[config.mk]
export PLATFORM = sky130hd
export DESIGN_NAME = puf_eval_ctrl
export DESIGN_NICKNAME = d
export VERILOG_FILES = /design/src/rtl/puf_eval_ctrl.sv
export SDC_FILE = /design/constraint.sdc
export NUM_CORES = 1
export LEC_CHECK = 0
export CAP_MARGIN = 20
export CORE_MARGIN = 5
export CORE_UTILIZATION = 30
export CTS_BUF_LIST = sky130_fd_sc_hd__clkbuf_16
export DETAILED_ROUTE_END_ITERATION = 6
export PLACE_DENSITY = 0.65
export SLEW_MARGIN = 20
export SYNTH_ARGS = -nofsm -noshare
export SYNTH_HDL_FRONTEND = slang
export SYNTH_SLANG_ARGS = --single-unit
export TNS_END_PERCENT = 100
[constraint.sdc]
create_clock -name clk -period 1.66 [get_ports clk]
set_input_delay 0.249 -clock clk [delete_from_list [all_inputs] [get_ports clk]]
set_output_delay 0.249 -clock clk [all_outputs]
set_load 0.1 [all_outputs]
[src/rtl/puf_eval_ctrl.sv]
// ============================================================================
// Module     : puf_eval_ctrl
// Description: Sequencing controller for the 8-lane arbiter-PUF array.
//              Accepts a challenge (valid/ready), drives it to the array,
//              produces a clean low->high evaluation pulse, samples the
//              response and returns it (valid/ready). With voting compiled
//              in, the evaluation repeats NUM_EVAL times and the result is a
//              per-lane majority plus an instability flag.
// Build macro: PUF_MAJORITY_VOTE_EN -- defined: NUM_EVAL evaluations with
//              majority vote and live rsp_unstable; undefined: exactly one
//              evaluation, rsp_unstable tied low, no vote counters.
// Ports      :
//   clk, rst_n       clock / asynchronous active-low reset
//   req_valid/ready  challenge handshake, req_challenge[CH_W]
//   puf_challenge    registered challenge to the array
//   puf_pulse        registered evaluation pulse to the array
//   puf_resp         raw lane responses [RESP_W]
//   rsp_valid/ready  result handshake, rsp_data[RESP_W], rsp_unstable
//   busy             high whenever the controller is not idle
// Revision   : 1.0 - initial release
// ============================================================================
`default_nettype none

module puf_eval_ctrl #(
    parameter int CH_W       = 8,
    parameter int RESP_W     = 8,
    parameter int SETTLE_CYC = 4,
    parameter int NUM_EVAL   = 5
) (
    input  logic              clk,
    input  logic              rst_n,
    input  logic              req_valid,
    output logic              req_ready,
    input  logic [CH_W-1:0]   req_challenge,
    output logic [CH_W-1:0]   puf_challenge,
    output logic              puf_pulse,
    input  logic [RESP_W-1:0] puf_resp,
    output logic              rsp_valid,
    input  logic              rsp_ready,
    output logic [RESP_W-1:0] rsp_data,
    output logic              rsp_unstable,
    output logic              busy
);

`ifdef PUF_MAJORITY_VOTE_EN
    localparam int EVALS = NUM_EVAL;
`else
    // NUM_EVAL has no effect without voting: a single evaluation runs.
    localparam int EVALS = (NUM_EVAL > 0) ? 1 : 1;
`endif

    // Settle counter runs 0..SETTLE_CYC-1 in LOW and in HIGH.
    localparam int SW = (SETTLE_CYC > 1) ? $clog2(SETTLE_CYC) : 1;
    localparam int EW = $clog2(EVALS + 1);

    typedef enum logic [2:0] {
        ST_IDLE   = 3'd0,
        ST_LOW    = 3'd1,
        ST_HIGH   = 3'd2,
        ST_SAMPLE = 3'd3,
        ST_DONE   = 3'd4
    } state_t;

    state_t            r_state;
    state_t            w_state_nxt;
    logic [SW-1:0]     r_settle;
    logic [SW-1:0]     w_settle_nxt;
    logic [EW-1:0]     r_evals;
    logic [EW-1:0]     w_evals_nxt;
    logic              r_alive;
    logic              r_pulse;
    logic              r_rsp_valid;
    logic              r_rsp_unstable;
    logic [CH_W-1:0]   r_challenge;
    logic [RESP_W-1:0] r_rsp_data;
    logic              w_accept;
    logic              w_rsp_fire;
    logic              w_settled;
    logic              w_finalize;
    logic [RESP_W-1:0] w_result;
    logic              w_unstable;

    // req_ready must stay low through reset, so it is qualified by a flag
    // that only sets on the first clock edge after reset release.
    assign req_ready     = (r_state == ST_IDLE) && r_alive;
    assign busy          = (r_state != ST_IDLE);
    assign puf_challenge = r_challenge;
    assign puf_pulse     = r_pulse;
    assign rsp_valid     = r_rsp_valid;
    assign rsp_data      = r_rsp_data;
    assign rsp_unstable  = r_rsp_unstable;

    assign w_accept   = req_valid && req_ready;
    assign w_rsp_fire = r_rsp_valid && rsp_ready;
    assign w_settled  = (r_settle == SW'(SETTLE_CYC - 1));
    // First DONE cycle folds the accumulated evaluations into the result.
    assign w_finalize = (r_state == ST_DONE) && !r_rsp_valid;

    always_ff @(posedge clk or negedge rst_n) begin
        if (!rst_n) begin
            r_state <= ST_IDLE;
            r_settle <= '0;
            r_evals <= '0;
            r_alive <= 1'b0;
            r_pulse <= 1'b0;
        end else begin
            r_state <= w_state_nxt;
            r_settle <= w_settle_nxt;
            r_evals <= w_evals_nxt;
            r_alive <= 1'b1;
            // Pulse is a flop decoded from the next state: glitch-free and
            // aligned with the state it belongs to.
            r_pulse <= (w_state_nxt == ST_HIGH) || (w_state_nxt == ST_SAMPLE);
        end
    end

    always_comb begin
        w_state_nxt  = r_state;
        w_settle_nxt = r_settle;
        w_evals_nxt  = r_evals;
        case (r_state)
            ST_IDLE: begin
                if (w_accept) begin
                    w_state_nxt  = ST_LOW;
                    w_settle_nxt = '0;
                    w_evals_nxt  = '0;
                end
            end
            ST_LOW: begin
                if (w_settled) begin
                    w_state_nxt  = ST_HIGH;
                    w_settle_nxt = '0;
                end else begin
                    w_settle_nxt = r_settle + 1'b1;
                end
            end
            ST_HIGH: begin
                if (w_settled) begin
                    w_state_nxt  = ST_SAMPLE;
                    w_settle_nxt = '0;
                end else begin
                    w_settle_nxt = r_settle + 1'b1;
                end
            end
            ST_SAMPLE: begin
                w_evals_nxt = r_evals + 1'b1;
                w_state_nxt = (r_evals == EW'(EVALS - 1)) ? ST_DONE : ST_LOW;
            end
            ST_DONE: begin
                if (w_rsp_fire) begin
                    w_state_nxt = ST_IDLE;
                end
            end
            default: w_state_nxt = ST_IDLE;
        endcase
    end

    always_ff @(posedge clk or negedge rst_n) begin
        if (!rst_n) begin
            r_challenge    <= '0;
            r_rsp_valid    <= 1'b0;
            r_rsp_data     <= '0;
            r_rsp_unstable <= 1'b0;
        end else begin
            if (w_accept) begin
                r_challenge <= req_challenge;
            end
            if (w_finalize) begin
                r_rsp_valid    <= 1'b1;
                r_rsp_data     <= w_result;
                r_rsp_unstable <= w_unstable;
            end else if (w_rsp_fire) begin
                r_rsp_valid <= 1'b0;
            end
        end
    end

`ifdef PUF_MAJORITY_VOTE_EN
    localparam int CW = $clog2(NUM_EVAL + 1);

    // Per-lane count of '1' samples; sized so NUM_EVAL ones cannot wrap.
    logic [CW-1:0] r_cnt [RESP_W];

    always_ff @(posedge clk or negedge rst_n) begin
        if (!rst_n) begin
            for (int i = 0; i < RESP_W; i++) begin
                r_cnt[i] <= '0;
            end
        end else if (w_accept) begin
            for (int i = 0; i < RESP_W; i++) begin
                r_cnt[i] <= '0;
            end
        end else if (r_state == ST_SAMPLE) begin
            for (int i = 0; i < RESP_W; i++) begin
                r_cnt[i] <= r_cnt[i] + CW'(puf_resp[i]);
            end
        end
    end

    always_comb begin
        w_result   = '0;
        w_unstable = 1'b0;
        for (int i = 0; i < RESP_W; i++) begin
            w_result[i] = (r_cnt[i] > CW'(NUM_EVAL / 2));
            if ((r_cnt[i] != '0) && (r_cnt[i] != CW'(NUM_EVAL))) begin
                w_unstable = 1'b1;
            end
        end
    end
`else
    logic [RESP_W-1:0] r_sample;

    always_ff @(posedge clk or negedge rst_n) begin
        if (!rst_n) begin
            r_sample <= '0;
        end else if (r_state == ST_SAMPLE) begin
            r_sample <= puf_resp;
        end
    end

    assign w_result   = r_sample;
    assign w_unstable = 1'b0;
`endif

endmodule

`default_nettype wire

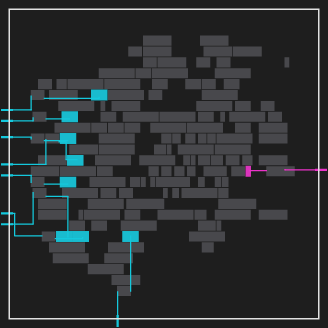
Figure 1: wires at chosen ports, followed through buffers.
(4 px per µm)
legend:
  magenta:
    port: busy
    bits: 1
    direction: output
    edge: right
    end_cells: 1
    wire: 12.6 µm
  cyan:
    port: puf_resp
    bits: 8
    direction: input
    edge: 7 left, 1 bottom
    end_cells: 8
    wire: 152 µm

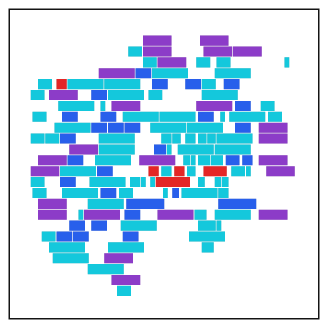
Figure 2: cells by drive strength.
(4 px per µm)
legend:
  blue:
    size: drive 2
    cells: 30
    share: 22%
  purple:
    size: drive 6 and up
    cells: 25
    share: 18%
  cyan:
    size: drive 1 or less
    cells: 79
    share: 57%
  red:
    size: drive 3 to 4
    cells: 5
    share: 3.6%
area growth from synthesis to layout: 59.1%
Final WS setup: 0.0483 ns
design area: 0.00214 mm²

==> Yosys cell counts <==
cell type   n  share of area, %
a211o_1     1              0.65
a21o_1      2               1.1
a21oi_1     3               1.1
a22o_1      2               1.3
a31o_2      1              0.65
and2_1      2              0.93
buf_2       1              0.37
buf_4       1              0.56
buf_6       1              0.84
clkbuf_2    1              0.37
conb_1      2              0.56
dfrtp_1    33                61
ha_1        1              0.93
inv_1       2              0.56
mux2_2     24                20
nand2_1     2              0.56
nand2b_1    3               1.4
nand3_2     1              0.74
nand3b_1    3               1.7
nor2_1      3              0.84
nor3_2      1              0.74
nor4b_4     1               1.8
o21ai_0     1              0.37
o221ai_1    1              0.65
==> kinds of logic after synthesis <==
group / share of synthesized area, %
other cells: 0.557
flops: 61.3
compound gates: 5.85
fa+ha+maj: 0.928
simple gates: 8.63
mux: 20.1
buf+inv: 2.69
==> worst reg2reg max path, stage by stage (launching register included) <==
cell     delay, ns
dfrtp_1       0.50
nor4b_4       0.31
buf_4         0.21
mux2_2        0.35
==> per-layer routing <==
layer	global-route usage, %	share of wire [%]	up-vias
li1	-	-	416
met3	5.39	9.3	4
met5	0	0	-
met1	11.8	43	418
met4	4.12	1.1	0
met2	13.8	47	30
==> per-stage QoR <==
| step | area, µm² | hold WS, ns |
|---|---|---|
| 2_1_floorplan | 1350 | -0.0466 |
| 3_3_place_gp | 2000 | 0.486 |
| 3_5_place_dp | 2000 | 0.492 |
| 4_1_cts | 2140 | 0.389 |
| 5_1_grt | 2140 | 0.416 |
| 6_report | 2140 | 0.376 |
==> worst max path at each step <==
stage                     startpoint          endpoint  cells past startpoint
after floorplan            rsp_valid       rsp_data[0]                      2
after global placement    r_state[0]  puf_challenge[4]                      3
after detailed placement  r_state[0]  puf_challenge[1]                      3
after CTS                 r_state[2]         req_ready                      3
after global routing      r_state[2]         req_ready                      3
final                     r_state[1]         req_ready                      3
==> timing repair <==
action	4_1_cts	5_1_grt
gates resized	1	1
hold buffers	0	0
pin swaps	1	1
setup endpoints to repair	1	1
==> area by class of cell <==
class / count / area, µm²
clock buffers: 5 / 125
clock inverters: 3 / 12.5
fillers: 367 / 2210
repair buffers: 42 / 613
flip-flops and latches: 33 / 828
multi-input cells: 54 / 493
well taps: 52 / 65.1
inverters: 2 / 7.51
==> registers in the layout (all words and copies together) (netlist names) <==
register       count
puf_challenge      8
puf_pulse          1
r_alive            1
r_evals            1
r_sample           8
r_settle           2
r_state            3
rsp_data           8
rsp_valid          1
==> CHANGELOG.md <==
## Flow update

- Rows: 24
- Hold crit path type: in2async
- Initial antenna violation count: 0
- CTS Sinks: 33
- Crit path DRT: 1.41 ns
- Max-slew violations: 0
- Clock slew at reported path FFs: roughly 0.05 ns
- Reg2reg start: r_state[0]
- #FFs+latches synth: 33
- R2R depth: 3
- R2R Setup Slk: around 0.17 ns
- Crit-path cells: nor3_4 > and2_2 > buf_12
- Vias in the first global route: approximately 940
- Die Area: 0.00593 mm²
- Most frequent cells in the layout: 31 x dfrtp_1, 24 x mux2_2, 20 x buf_12
- DRC: 0
- Fin Setup TNS: 0 ns
- Run status: finished, final reports clean
- Chip Area, Yosys: around 0.0013 mm²
- Final setup viols: 0
